==> run_1/metal_density.png <==
10 x 17 tiles, from dark blue (low) to red (high), scaled to the fullest tile. Values are wire area over tile area, all layers added.
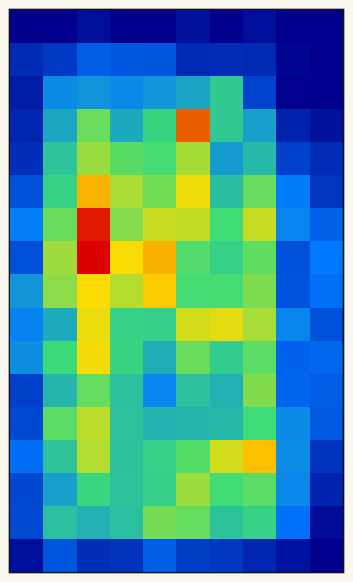
==> run_1/clocks.png <==
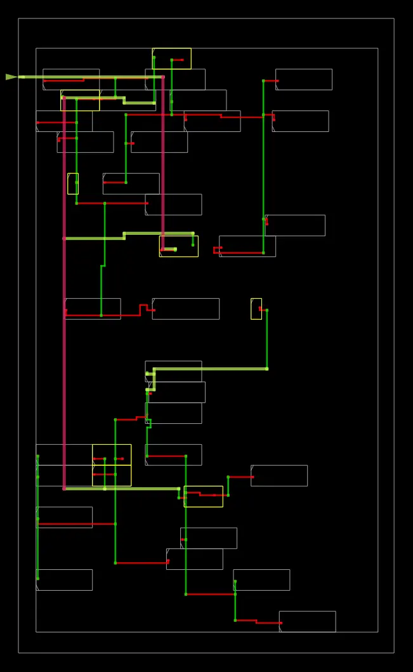
==> run_1/flops_by_reg.png <==
The bar under the picture is 10 um long. Other sequential cells in the stronger grey, the rest of the logic in the fainter grey.
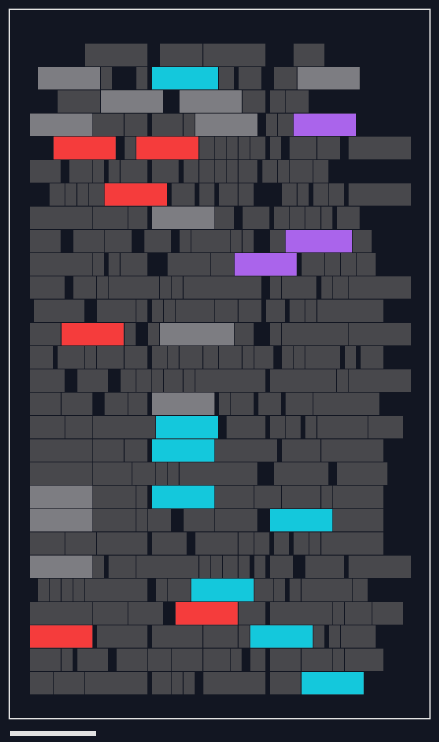
==> run_1/wires.png <==
Two of the layers only.
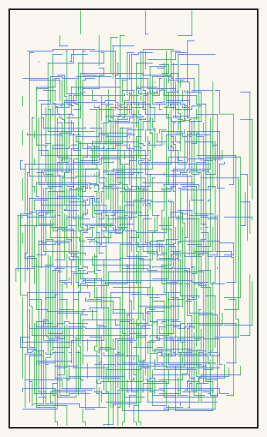
`config.mk`:
```
export PLATFORM = sky130hd
export DESIGN_NAME = crypt_seq_ctrl
export DESIGN_NICKNAME = d
export VERILOG_FILES = /design/src/rtl/crypt_pkg.sv /design/src/rtl/crypt_seq_ctrl_lfsr6.sv /design/src/rtl/crypt_seq_ctrl.sv
export SDC_FILE = /design/constraint.sdc
export NUM_CORES = 1
export LEC_CHECK = 0
export CAP_MARGIN = 20
export CORE_ASPECT_RATIO = 1.75
export CORE_MARGIN = 2
export CORE_UTILIZATION = 53
export DETAILED_ROUTE_END_ITERATION = 16
export PLACE_DENSITY = 0.88
export SETUP_SLACK_MARGIN = 0.3
export SLEW_MARGIN = 20
export SYNTH_ARGS = -nofsm -noshare
export SYNTH_HDL_FRONTEND = slang
export SYNTH_SLANG_ARGS = --single-unit
```
`constraint.sdc`:
```
create_clock -name clk -period 2.9 [get_ports clk]
set_input_delay 0.725 -clock clk [delete_from_list [all_inputs] [get_ports clk]]
set_output_delay 0.725 -clock clk [all_outputs]
set_load 0.05 [all_outputs]
```
`src/rtl/crypt_pkg.sv`:
```
// crypt_pkg: shared types and constants for the LFSR message encryptor.
// Holds the sequencer state enum, config addresses and the LFSR step.
package crypt_pkg;

  typedef enum logic [2:0] {
    ST_IDLE,
    ST_CFG0,
    ST_CFG1,
    ST_CFG2,
    ST_CFG3,
    ST_FETCH,
    ST_XFER,
    ST_DONE
  } state_e;

  localparam logic [7:0] CFG_PRE_ADDR  = 8'd61;
  localparam logic [7:0] CFG_TAP_ADDR  = 8'd62;
  localparam logic [7:0] CFG_SEED_ADDR = 8'd63;

  // An all-zero LFSR would lock up, so a zero seed is swapped for this.
  localparam logic [5:0] ZERO_SEED_SUB = 6'h20;

  localparam logic [5:0] LFSR_RST = 6'h20;

  // Shift left, feedback is the parity of the tapped bits.
  function automatic logic [5:0] lfsr_next(
    input logic [5:0] s,
    input logic [5:0] taps
  );
    return {s[4:0], ^(s & taps)};
  endfunction

endpackage

```
`src/rtl/crypt_seq_ctrl_lfsr6.sv`:
```
// lfsr6: 6-bit programmable-tap LFSR with synchronous load and step.
// Ports: clk, init_n (sync active-low), load, step, seed, taps, state.
module lfsr6
  import crypt_pkg::*;
(
  input  logic       clk,
  input  logic       init_n,
  input  logic       load,
  input  logic       step,
  input  logic [5:0] seed,
  input  logic [5:0] taps,
  output logic [5:0] state
);

  logic [5:0] state_q;
  logic [5:0] state_d;

  always_comb begin
    state_d = state_q;
    if (load) begin
      state_d = seed;
    end else if (step) begin
      state_d = lfsr_next(state_q, taps);
    end
  end

  always_ff @(posedge clk) begin
    if (!init_n) begin
      state_q <= LFSR_RST;
    end else begin
      state_q <= state_d;
    end
  end

  assign state = state_q;

endmodule

```
`src/rtl/crypt_seq_ctrl.sv`:
```
// crypt_seq_ctrl: reads 3 config bytes, then streams OUT_LEN padded,
// LFSR-encrypted bytes to DST_BASE, 2 cycles per byte.
// Ports: clk, init_n (sync active-low), start, done, mem_addr,
// mem_rd_en, mem_wr_en, mem_wdata, mem_rdata; abort only when
// CRYPT_ABORT_EN is defined.
module crypt_seq_ctrl
  import crypt_pkg::*;
#(
  parameter int unsigned OUT_LEN  = 62,
  parameter logic [7:0]  DST_BASE = 8'd64,
  parameter int unsigned PRE_MIN  = 7,
  parameter logic [7:0]  PAD_CHAR = 8'h5F
) (
  input  logic       clk,
  input  logic       init_n,
  input  logic       start,
`ifdef CRYPT_ABORT_EN
  input  logic       abort,
`endif
  output logic       done,
  output logic [7:0] mem_addr,
  output logic       mem_rd_en,
  output logic       mem_wr_en,
  output logic [7:0] mem_wdata,
  input  logic [7:0] mem_rdata
);

  localparam logic [5:0] LAST_N = 6'(OUT_LEN - 1);
  localparam logic [7:0] PRE_LO = 8'(PRE_MIN);

  state_e     state_q, state_d;
  logic [5:0] n_q, n_d;
  logic [7:0] pre_q, pre_d;
  logic [5:0] taps_q, taps_d;

  logic       lfsr_load;
  logic       lfsr_step;
  logic [5:0] lfsr_s;
  logic [5:0] seed_in;
  logic       pad_sel;
  logic       busy;
  logic       abort_hit;
  logic       abort_in;
  logic [7:0] src;

  assign busy = (state_q != ST_IDLE)
             && (state_q != ST_DONE);

`ifdef CRYPT_ABORT_EN
  assign abort_in = abort;
`else
  assign abort_in = 1'b0;
`endif

  assign abort_hit = abort_in && busy;

  // Bytes below pre_len are preamble and need no memory read.
  assign pad_sel = {2'b00, n_q} < pre_q;

  assign seed_in = (mem_rdata[5:0] == 6'd0)
                 ? ZERO_SEED_SUB
                 : mem_rdata[5:0];

  assign src = pad_sel ? PAD_CHAR : mem_rdata;

  lfsr6 u_lfsr (
    .clk    (clk),
    .init_n (init_n),
    .load   (lfsr_load),
    .step   (lfsr_step),
    .seed   (seed_in),
    .taps   (taps_q),
    .state  (lfsr_s)
  );

  always_comb begin
    state_d   = state_q;
    n_d       = n_q;
    pre_d     = pre_q;
    taps_d    = taps_q;
    lfsr_load = 1'b0;
    lfsr_step = 1'b0;
    unique case (state_q)
      ST_IDLE, ST_DONE: begin
        // abort outranks start even though it cannot cancel anything here
        if (start && !abort_in) begin
          state_d = ST_CFG0;
        end
      end
      ST_CFG0: state_d = ST_CFG1;
      ST_CFG1: begin
        pre_d   = (mem_rdata < PRE_LO) ? PRE_LO : mem_rdata;
        state_d = ST_CFG2;
      end
      ST_CFG2: begin
        taps_d  = mem_rdata[5:0];
        state_d = ST_CFG3;
      end
      ST_CFG3: begin
        lfsr_load = 1'b1;
        n_d       = 6'd0;
        state_d   = ST_FETCH;
      end
      ST_FETCH: state_d = ST_XFER;
      ST_XFER: begin
        lfsr_step = 1'b1;
        n_d       = n_q + 6'd1;
        state_d   = (n_q == LAST_N) ? ST_DONE : ST_FETCH;
      end
      default: state_d = ST_IDLE;
    endcase
    if (abort_hit) begin
      state_d   = ST_IDLE;
      lfsr_load = 1'b0;
      lfsr_step = 1'b0;
    end
  end

  always_ff @(posedge clk) begin
    if (!init_n) begin
      state_q <= ST_IDLE;
      n_q     <= 6'd0;
      pre_q   <= PRE_LO;
      taps_q  <= 6'd0;
    end else begin
      state_q <= state_d;
      n_q     <= n_d;
      pre_q   <= pre_d;
      taps_q  <= taps_d;
    end
  end

  // Memory controls decode only registered state, so start never
  // reaches the strobes in the same cycle. Write data must merge the
  // read returned during XFER, so it is combinational from mem_rdata.
  always_comb begin
    mem_rd_en = 1'b0;
    mem_wr_en = 1'b0;
    mem_addr  = 8'd0;
    mem_wdata = 8'd0;
    unique case (state_q)
      ST_CFG0: begin
        mem_rd_en = 1'b1;
        mem_addr  = CFG_PRE_ADDR;
      end
      ST_CFG1: begin
        mem_rd_en = 1'b1;
        mem_addr  = CFG_TAP_ADDR;
      end
      ST_CFG2: begin
        mem_rd_en = 1'b1;
        mem_addr  = CFG_SEED_ADDR;
      end
      ST_FETCH: begin
        if (!pad_sel) begin
          mem_rd_en = 1'b1;
          mem_addr  = {2'b00, n_q} - pre_q;
        end
      end
      ST_XFER: begin
        mem_wr_en = !abort_hit;
        mem_addr  = DST_BASE + {2'b00, n_q};
        mem_wdata = {src[7:6], src[5:0] ^ lfsr_s};
      end
      default: ;
    endcase
  end

  assign done = (state_q == ST_DONE);

endmodule

```
==> impl_metrics.py, run 1 <==
# Synthesis and PnR figures
metrics = {
    "run_status": {
        "run_status": "finished, violations left",
        "failed_checks": "negative setup slack",
    },
    "sta": {
        "final.setup.worst_slack_ps": -219.6,
        "worst_max_slew_pin_slew_ps": 576.0,
        "setup_violations": 16,
        "final_min_period_over_clock_period": 1.076,
        "report.final.hold_viol_count": 0,
    },
    "job": {
        "openroad.warnings": 30,
        "max_cap_violations": 0,
    },
    "global_route": {
        "vias_in_the_first_global_route": 2174,
        "global_route.overflow_total": 0,
        "wire_length_of_the_first_global_routing_pass_um": 10790,
    },
    "route": {
        "vias_after_detailed_routing": 2171,
        "post-route-drc-count": 0,
    },
    "power_and_ir_drop": {
        "seq_power_mw": 0.433,
        "cellPowerDensity_nw_per_um2": 406.5,
        "share_comb_of_total_power": 0.328,
        "comb-power_mw": 0.389,
        "pwr.group.clock_mw": 0.363,
        "seq_power_share": 0.366,
    },
    "synth": {
        "synth_stat.cells": 242,
        "synth.avg_cell_area_um2": 7.766,
        "post_synth_instance_area_um2": 1879,
        "proportion_of_synthesized_chip_area_in_sequential_cells": 0.3089,
        "top_area_frac": 0.3089,
        "ff_type": "dfxtp_1",
        "yosysUniqueCellTypes": 42,
    },
    "final_layout": {
        "fill_cells": 169,
        "layout.clock.cell_area_share": 0.03090,
        "final_cell_count_no_fill": 335,
        "fin_nets": 309,
        "seqAreaFraction": 0.2013,
        "syn2layout_area_growth_pct": 55.13,
    },
    "hold_path": {
        "min-delay-path-class": "flop to flop",
    },
    "worst_setup_path": {
        "critPathKind": "flop to primary output",
        "maximum_fanout_along_the_worst_path": 4,
        "worst_r2r_path_depth": 7,
        "worstSetupPathDepth": 7,
    },
    "floorplanning": {
        "chip_area_um2": 4057,
        "dieWidth_um": 49.02,
        "fp_util": 0.5530,
    },
    "placed_design": {
        "place.port_buffers": 29,
        "gp_routability_congestion": 0.9691,
    },
    "cts": {
        "clock_tree_from_tritoncts": "built",
        "clock-sinks": 29,
        "numCtsBuffers": 5,
        "clock_transition_time_at_the_flip_flop_clock_pins_of_the_worst_setup_and_hold_paths_ps": 70,
        "clock-root-buffer": "clkbuf_8",
    },
}
-- metal_density.png (at the start) --
The fullest tile reaches 0.89. 7.1% of the tiles are nearly empty. The mean over all tiles is 0.32. 31% of the tiles are over half the peak. The emptiest ninth of the die: upper right.
average wire per cell in the routed design: 22.43 um
GRT Resource Usage Total: 0.3635

-- clocks.png (at the start) --
Max Clock Skew: 6.011 ps
flop count: 29
count of clock-net buffers in the final layout: 8
clock insertion delay at the later pin of the skew report: 290 ps

-- flops_by_reg.png (at the start) --
state_q: drawn in purple, placed flops 3. pre_q: drawn in cyan, placed flops 8. u_lfsr.state: drawn in red, placed flops 6.
Another 12 sequential cells are not coloured.

-- wires.png (at the start) --
metal 1: drawn in blue, wire length 2420 um. metal 2: drawn in green, wire length 3930 um.

-- run 1: worst paths after layout --
path,endpoint,start,slack [ps]
setup / recovery,mem_addr[7],n_q[1]$_SDFFE_PN0P_,-220
setup reg to reg,pre_q[2]$_SDFFE_PN1P_,state_q[1]$_SDFFE_PN0P_,1030
hold / removal,pre_q[7]$_SDFFE_PN0P_,pre_q[7]$_SDFFE_PN0P_,520
hold reg to reg,pre_q[7]$_SDFFE_PN0P_,pre_q[7]$_SDFFE_PN0P_,520
-- run 1: placed cells by master (no fill, tap or decap), types with 10 or more instances in the layout --
cell type / n
inv_1: 14
buf_12: 18
nand2_1: 22
a21oi_1: 14
buf_4: 20
clkdlybuf4s50_1: 10
mux2i_1: 12
dfxtp_1: 26
nor2_1: 34
-- run 1: sequential cells by signal, summed over array words and instances, names as in the netlist --
name / cells
pre_q: 8
n_q: 6
state_q: 3
u_lfsr.state: 6
taps_q: 6
-- run 1: tightest hold or removal path: cells and delay by family (launching register included) --
family        cells  cell delay (ps)
flops             1              340
simple gates      1               80
mux               1               70
-- run 1: cells by family after synthesis --
| kind of cell | Yosys count | synth area share |
|---|---|---|
| simple gates | 90 | 0.2151 |
| mux | 12 | 0.06392 |
| xor+xnor | 12 | 0.05593 |
| buf+inv | 27 | 0.05592 |
| compound gates | 63 | 0.2364 |
| flops | 29 | 0.3089 |
| fa+ha+maj | 9 | 0.06392 |
-- run 1: metrics by stage --
stage,setup TNS (ps),hold WS (ps)
after floorplan,-170.4,454.8
after global placement,0,469.8
after detailed placement,0,488.2
after CTS,-1637,499.4
after global routing,-3545,533.7
final,-2573,518.1
-- run 1: layer usage --
metal	vias to the layer above	global-route usage	routed length (um)
met5	-	0	0
met4	0	0.2829	521
met3	49	0.05914	640
met2	177	0.6712	3931
met1	1012	0.3629	2421
li1	933	-	-
==> run 1 -> run 2 <==
- CORE_ASPECT_RATIO: 1.75 -> default
==> run 2 against run 1 <==
Critical path depth is 2 higher. Via count hardly changed. Worst setup slack worse by 76 ps. Non-clock buffer count stayed put. The flow still finishes with violations (negative setup slack). Count of clock-buffer cells in the layout is 2 lower. Maximum frequency is 2.4% lower. Clock power is 32% lower. Sequential share of layout area is 0.76 points higher. Critical path type unchanged. Synthesized cell count stayed put. Final area is 3.2% lower.
==> impl_metrics.py, run 2 <==
# Synthesis and PnR figures
metrics = {
    "run_status": {
        "run_status": "finished, violations left",
        "failed_checks": "negative setup slack",
    },
    "final_layout": {
        "mostFrequentLayoutCell": "nor2_1",
        "top_register": "pre_q",
        "flop-count": 29,
        "fin_nets": 309,
        "layout.clock.cell_area_share": 0.01818,
        "largest_register_ff_count": 8,
        "syn2layout_area_growth_pct": 50.13,
        "antenna_cells_inserted": 0,
        "most-common-layout-cells": "nor2_1, dfxtp_1, nand2_1, buf_4, buf_12",
        "largest_class": "combinational gates",
        "clkbuf_count": 6,
        "fill_cells": 198,
    },
    "sta": {
        "timing_max_transition_violations_final": 0,
        "final.setup.worst_slack_ps": -295.5,
        "fmax_mhz": 312.9,
        "worst_max_slew_pin_slew_ps": 1059,
        "worst_hold_slack_ps": 499.5,
        "final_min_period_over_clock_period": 1.102,
        "setup-tns-final_ps": -3626,
        "setup_violations": 16,
        "report.final.hold_viol_count": 0,
        "skew_ps": 3.326,
    },
    "route": {
        "routed-wl-met3_um": 701,
        "route.top_layer_used": "met4",
        "post-route-drc-count": 0,
        "route.detailed.wl_per_inst_um": 20.27,
        "vias_after_detailed_routing": 2170,
        "dr.pass1.iters": 5,
        "wl_met1_um": 2524,
        "wl_met2_um": 3195,
    },
    "cts": {
        "clock.latency.late_pin_ps": 350,
        "clock_transition_time_at_the_flip_flop_clock_pins_of_the_worst_setup_and_hold_paths_ps": 90,
        "clock-root-buffer": "clkbuf_4",
        "clock_tree_from_tritoncts": "built",
    },
    "placed_design": {
        "place.detailed.hpwl_um": 4034,
        "gp_routability_congestion": 0.9107,
        "place.port_buffers": 29,
    },
    "hold_path": {
        "min-delay-path-class": "flop to flop",
        "min_delay_path_depth": 2,
        "hp-start": "taps_q[5]$_SDFFE_PN0P_",
    },
    "global_route": {
        "grt_use_met3": 0.06429,
        "wire_length_of_the_first_global_routing_pass_um": 10050,
        "vias_in_the_first_global_route": 2012,
        "grt_max_degree": 24,
        "busiest_layer": "met2",
        "global_route.overflow_total": 0,
        "globalRouteMet2Util": 0.5421,
        "grt_use_total": 0.3282,
        "gr-usage-met1": 0.4084,
    },
    "worst_setup_path": {
        "timing.critical_path.to": "mem_addr[3]",
        "startpoint": "n_q[0]$_SDFFE_PN0P_",
        "maximum_fanout_along_the_worst_path": 8,
        "crit-reg2reg-capture": "pre_q[1]$_SDFFE_PN1P_",
        "r2r_start": "state_q[1]$_SDFFE_PN0P_",
        "worst_r2r_path_depth": 6,
        "reg2reg_slack_ps": 900,
        "critPathKind": "flop to primary output",
    },
    "power_and_ir_drop": {
        "power_mw": 1.058,
        "cellPowerDensity_nw_per_um2": 375.1,
    },
    "synth": {
        "yosysUniqueCellTypes": 42,
        "proportion_of_synthesized_chip_area_in_sequential_cells": 0.3089,
        "synth_stat.cells": 242,
        "synth.avg_cell_area_um2": 7.766,
        "yosysMostFrequentCell": "nor2_1",
        "post_synth_instance_area_um2": 1879,
        "top_area_frac": 0.3089,
        "yosysWarnings": 0,
        "ff_type": "dfxtp_1",
        "postSynthNetCount": 262,
    },
    "floorplanning": {
        "fp_util": 0.5588,
        "chip_area_um2": 4038,
        "tapcell.inserted": 46,
        "dieWidth_um": 63.55,
        "row_count": 21,
    },
    "job": {
        "openroad.warnings": 30,
        "max_cap_violations": 0,
    },
}
## run 2: cell types whose count changed in the layout (fill, tap and decap cells not counted), sizes merged
cell / before / now
clkinv: 0 / 2
clkbuf: 8 / 6
## run 2: logic make-up (layout without fill, tap and decap cells)
family                     count (synthesis)  after routing  share of synthesized area
xor gates and xnor gates                  12             12                    0.05593
buffers and inverters                     27             75                    0.05592
DFF                                       29             29                     0.3089
AOI/OAI and AO/OA                         63             63                     0.2364
adders and majority gates                  9              9                    0.06392
muxes                                     12             12                    0.06392
and+or+nand+nor                           90             90                     0.2151
## run 2: what timing repair did
| item | 4_1_cts | 5_1_grt |
|---|---|---|
| pin swaps | 15 | 12 |
| resized | 14 | 14 |
| buffers inserted | 2 | 3 |
| setup endpoints to repair | 16 | 17 |
## run 2: report_power, final
part	internal, mW	leakage [nW]	switching (mW)
Clock	0.0920	0.0320	0.156
Sequential	0.414	0.235	0.0211
Combinational	0.157	0.825	0.218
Total	0.663	1.09	0.395
## run 2: how the worst min path moves through the flow
stage	slack [ps]	to
floorplan	450	taps_q[5]$_SDFFE_PN0P_
global placement	470	taps_q[5]$_SDFFE_PN0P_
detailed placement	480	pre_q[7]$_SDFFE_PN0P_
CTS	510	taps_q[5]$_SDFFE_PN0P_
global route	550	pre_q[6]$_SDFFE_PN0P_
finish	500	taps_q[5]$_SDFFE_PN0P_
## run 2: per-stage QoR
step	setup slack [ps]	std cells	area [um2]
finish	-295.5	336	2821
global route	-325.9	336	2821
CTS	-220.3	333	2731
detailed placement	32.30	323	2590
global placement	84.88	323	2590
floorplan	-155.1	242	1978
## run 2: critical path: stages (launching register included)
cell and delay, ps:
dfxtp_4 360, inv_2 50, ha_4 160, fa_2 380
nor2b_4 170, o31ai_4 90, a211o_4 420, buf_4 170
o21ai_4 160, buf_12 150
==> run_2/clocks.png <==
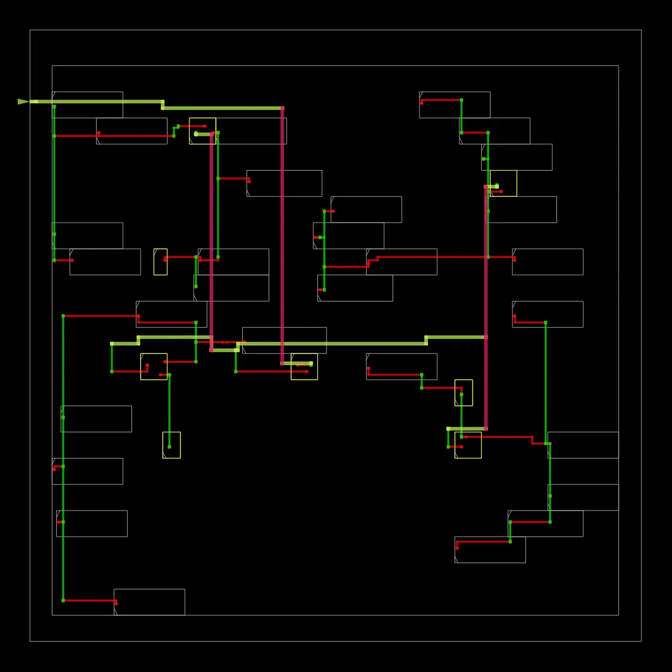
clock group power: 0.248 mW
clock tree sinks: 29
clock buffers created by TritonCTS: 5

==> run_2/flops_by_reg.png <==
The bar under the picture is 20 um long. Other sequential cells in the stronger grey, the rest of the logic in the fainter grey.
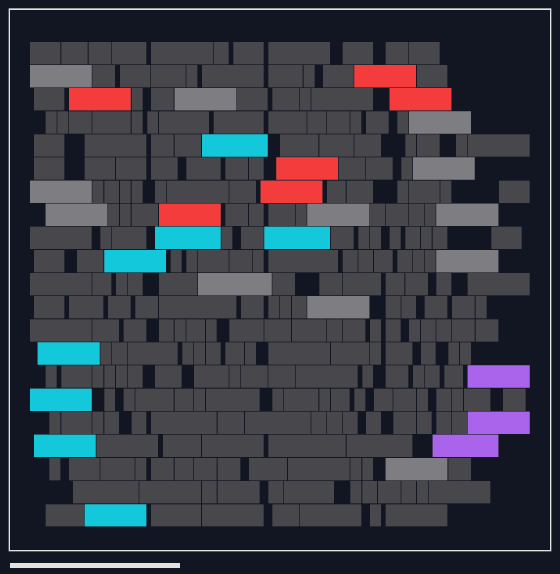
flip-flop and latch share of the layout cell area: 0.2089
flip-flop and latch power: 0.435 mW
final design utilization: 0.8389
Sequential cell area: 589.3 um2

==> run_2/detail.png <==
Window x 0 to 40, y 24 to 64 um. Cells in grey, sequential cells in the stronger grey; small squares are vias.
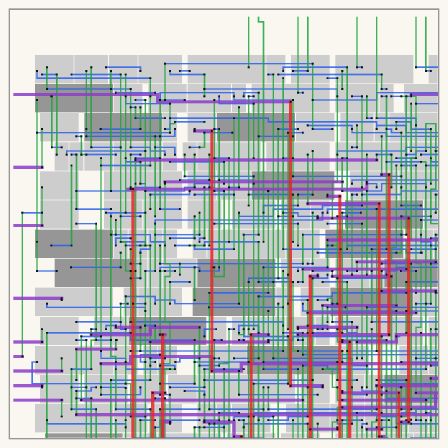
metal 4: drawn in red. metal 3: drawn in purple. metal 2: drawn in green. metal 1: drawn in blue.
Netlist names of flops here include pre_q (4), taps_q (4), u_lfsr.state (4). Most frequent: nor2_1 (11), dfxtp_1 (11), nand2_1 (10). 118 logic cells have their middle in the window. Sequential cells in the window: 15.

==> run 2 -> run 3 <==
- GPL_TIMING_DRIVEN: default -> 0
- REMOVE_ABC_BUFFERS: default -> 1
==> run 3 against run 2 <==
The run still ends with negative setup slack left. Final cell count fell by 2.4%. Worst hold slack improved by 7.1 ps. Clock skew rose by 1.7 ps. Critical path type unchanged.
==> impl_metrics.py, run 3 <==
# Synthesis and PnR figures
metrics = {
    "run_status": {
        "run_status": "finished, violations left",
        "failed_checks": "negative setup slack",
    },
    "synth": {
        "top_area_frac": 0.3089,
        "yosysMostFrequentCell": "nor2_1",
        "ff_type": "dfxtp_1",
        "proportion_of_synthesized_chip_area_in_sequential_cells": 0.3089,
        "synth.avg_cell_area_um2": 7.766,
        "yosysWarnings": 0,
        "synth_stat.cells": 242,
        "post_synth_instance_area_um2": 1879,
        "yosysUniqueCellTypes": 42,
    },
    "final_layout": {
        "largest_class": "combinational gates",
        "seqAreaFraction": 0.2358,
        "mostFrequentLayoutCell": "nor2_1",
        "syn2layout_area_growth_pct": 34.69,
        "antenna_cells_inserted": 0,
        "largest_register_ff_count": 8,
        "most-common-layout-cells": "nor2_1, nand2_1, dfxtp_1, a21oi_1, buf_6",
        "fill_cells": 239,
        "flop-count": 29,
        "sequential_cell_area_um2": 596.8,
    },
    "global_route": {
        "busiest_layer": "met2",
        "grt_use_total": 0.2859,
        "global_route.overflow_total": 0,
        "vias_in_the_first_global_route": 1943,
        "globalRouteMet2Util": 0.4763,
        "grt_max_degree": 24,
        "wire_length_of_the_first_global_routing_pass_um": 9087,
        "grt_use_met3": 0.06429,
    },
    "worst_setup_path": {
        "startpoint": "n_q[0]$_SDFFE_PN0P_",
        "slowest_delay_ps": 370,
        "r2r_start": "state_q[1]$_SDFFE_PN0P_",
        "maximum_fanout_along_the_worst_path": 4,
        "path_buffers": 3,
        "crit_path_top_delay_cell": "dfxtp_4",
        "critPathKind": "flop to primary output",
        "critPathMostFrequentCell": "buf_4",
        "cpLargestDelayFamily": "adder cells",
        "cp_cell_sequence": "inv_2, ha_4, fa_2, nor2b_4, buf_4, o31ai_4, a211oi_1, xor2_1, nor2_1, buf_4",
    },
    "route": {
        "dr.pass1.iters": 6,
        "vias_after_detailed_routing": 2042,
        "routed-wl-met3_um": 480,
        "wl_met1_um": 2297,
        "route.top_layer_used": "met4",
        "routed_wl_um": 5735,
        "post-route-drc-count": 0,
        "wl_met2_um": 2844,
        "route.detailed.wl_per_inst_um": 17.48,
    },
    "power_and_ir_drop": {
        "seq_power_share": 0.408,
        "pwr-share-clk": 0.330,
        "power_mw": 1.093,
        "cellPowerDensity_nw_per_um2": 431.8,
        "internal_cell_power_mw": 0.7299,
        "share_comb_of_total_power": 0.262,
        "power.share.switching": 0.3321,
        "switchingPower_mw": 0.3630,
    },
    "cts": {
        "numCtsBuffers": 5,
        "clock-sinks": 29,
        "clock_tree_from_tritoncts": "built",
        "clock-root-buffer": "clkbuf_4",
    },
    "job": {
        "openroad.warnings": 28,
        "max_cap_violations": 0,
    },
    "sta": {
        "final_min_period_over_clock_period": 1.096,
        "report.final.hold_viol_count": 0,
        "fmax_mhz": 314.5,
        "setup_violations": 16,
        "timing.max_slew.rel_slack": 0.4121,
        "worst_max_slew_pin_slew_ps": 877.1,
        "final.setup.worst_slack_ps": -279.7,
    },
    "floorplanning": {
        "floorplan.core_area_um2": 3363,
        "row_count": 21,
        "dieWidth_um": 63.55,
        "tapcell.inserted": 46,
        "chip_area_um2": 4038,
        "fp_util": 0.5588,
    },
    "hold_path": {
        "min-delay-path-class": "flop to flop",
        "hp-start": "pre_q[5]$_SDFFE_PN0P_",
    },
    "placed_design": {
        "placed_cells": 305,
        "place.detailed.hpwl_um": 3255,
        "place.port_buffers": 29,
    },
}
-- run 3: power by group through the flow --
stage | registers [mW] | clock network (mW) | logic (mW)
2_1_floorplan | 0.442 | 0 | 0.172
5_1_grt | 0.450 | 0.379 | 0.305
6_report | 0.446 | 0.361 | 0.286
4_1_cts | 0.444 | 0.358 | 0.271
3_3_place_gp | 0.451 | 0 | 0.242
3_5_place_dp | 0.452 | 0 | 0.247
-- run 3: final timing paths --
| kind | to | depth (start not counted) |
|---|---|---|
| hold / removal | pre_q[5]$_SDFFE_PN0P_ | 2 |
| setup / recovery | mem_wdata[4] | 10 |
| setup reg to reg | pre_q[0]$_SDFFE_PN1P_ | 5 |
| hold reg to reg | pre_q[5]$_SDFFE_PN0P_ | 2 |
-- run 3: cells by family after synthesis --
group,count (synthesis),synth area share
buf+inv,27,0.05592
compound gates,63,0.2364
flops,29,0.3089
mux,12,0.06392
fa+ha+maj,9,0.06392
xor+xnor,12,0.05593
simple gates,90,0.2151
-- run 3: timing repair --
item,4_1_cts,5_1_grt
buffers inserted,9,5
gates cloned,1,0
gates resized,140,27
endpoints found under the setup margin,19,19
pin swaps,11,13
-- run 3: per-stage QoR --
step / setup WS (ps) / TNS [ps] / instance area (um2) / utilization / hold slack (ps)
6_report: -279.7 / -2928 / 2531 / 0.7526 / 506.5
5_1_grt: -354.7 / -3836 / 2531 / 0.7526 / 536.8
4_1_cts: -324.1 / -3855 / 2446 / 0.7273 / 505.4
3_5_place_dp: -868.5 / -13040 / 2183 / 0.6492 / 479.3
3_3_place_gp: -871.0 / -12770 / 2178 / 0.6477 / 467.3
2_1_floorplan: -696.6 / -4606 / 1831 / - / 454.8
==> run_3/clocks.png <==
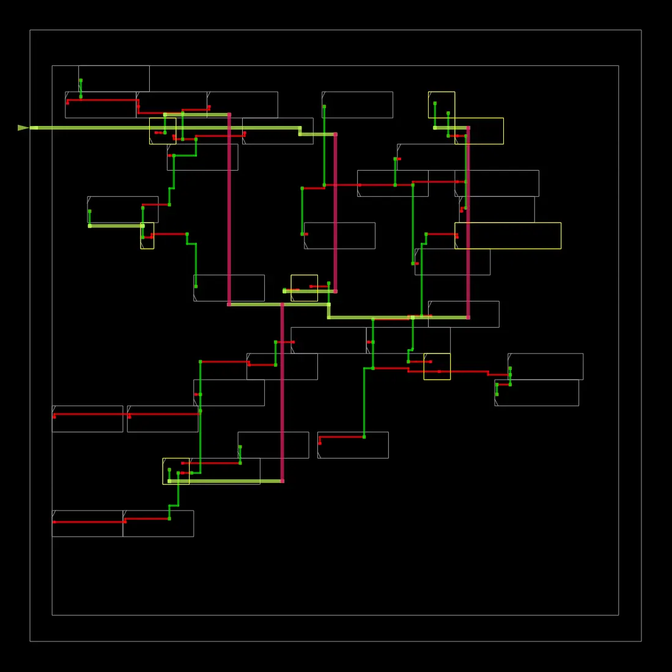
clock insertion delay at the later pin of the skew report: 360 ps
count of clock-net buffers in the final layout: 7
clock group power: 0.361 mW
Max Clock Skew: 5.037 ps

==> run_3/detail.png <==
Window x 0 to 40, y 24 to 64 um. Cells in grey, sequential cells in the stronger grey; small squares are vias.
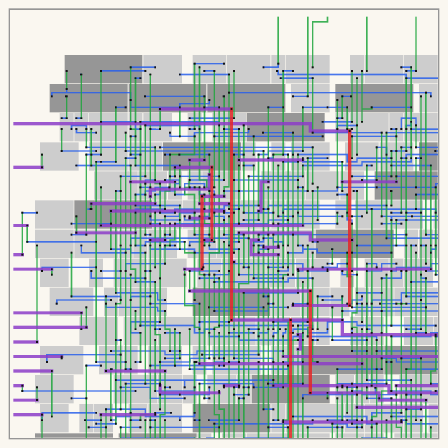
metal 2: drawn in green. metal 1: drawn in blue. metal 4: drawn in red. metal 3: drawn in purple.
134 logic cells have their middle in the window. Most frequent: nor2_1 (18), nand2_1 (14), dfxtp_1 (13). Netlist names of flops here include u_lfsr.state (6), taps_q (5), n_q (2). Sequential cells in the window: 15.

==> run_3/flops_by_reg.png <==
The bar under the picture is 20 um long. Other sequential cells in the stronger grey, the rest of the logic in the fainter grey.
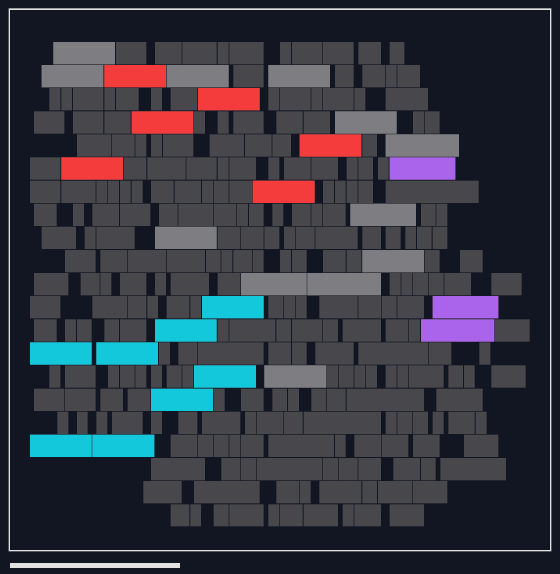
u_lfsr.state: drawn in red, placed flops 6. state_q: drawn in purple, placed flops 3. pre_q: drawn in cyan, placed flops 8.
Another 12 sequential cells are not coloured.


==> screenshots <==
Nets reached from selected ports.
picture 1
The bar under the picture is 10 um long.
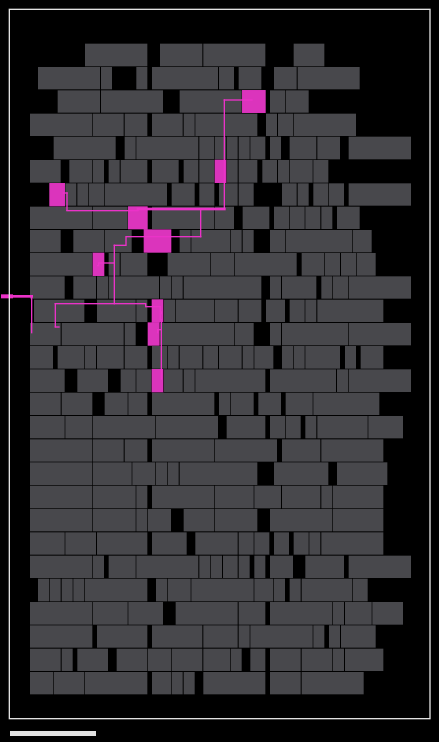
picture 2
The bar under the picture is 20 um long.
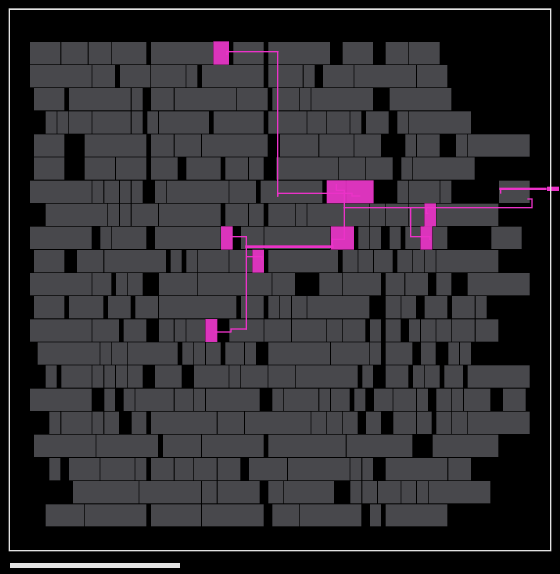
picture 3
The bar under the picture is 20 um long.
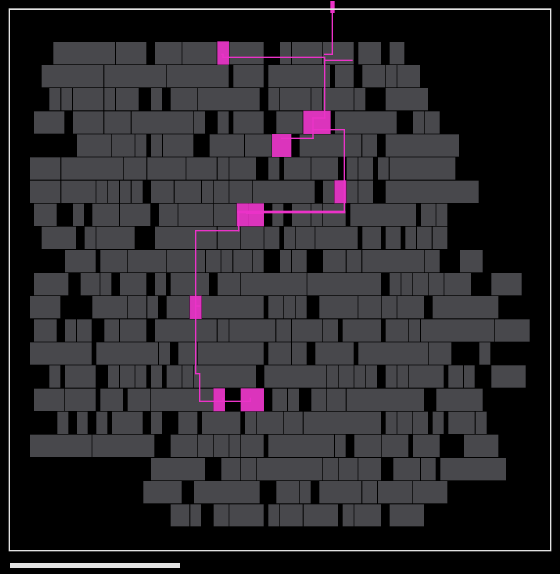
picture 2: run 2
picture 1: run 1
picture 3: run 3

Key to picture 3:
init_n: drawn in magenta, bits 1, direction input, end cells 9, buffers 1, wire 98.8 um.

Power figures rest on the tool's default switching activity, not on a simulated workload.
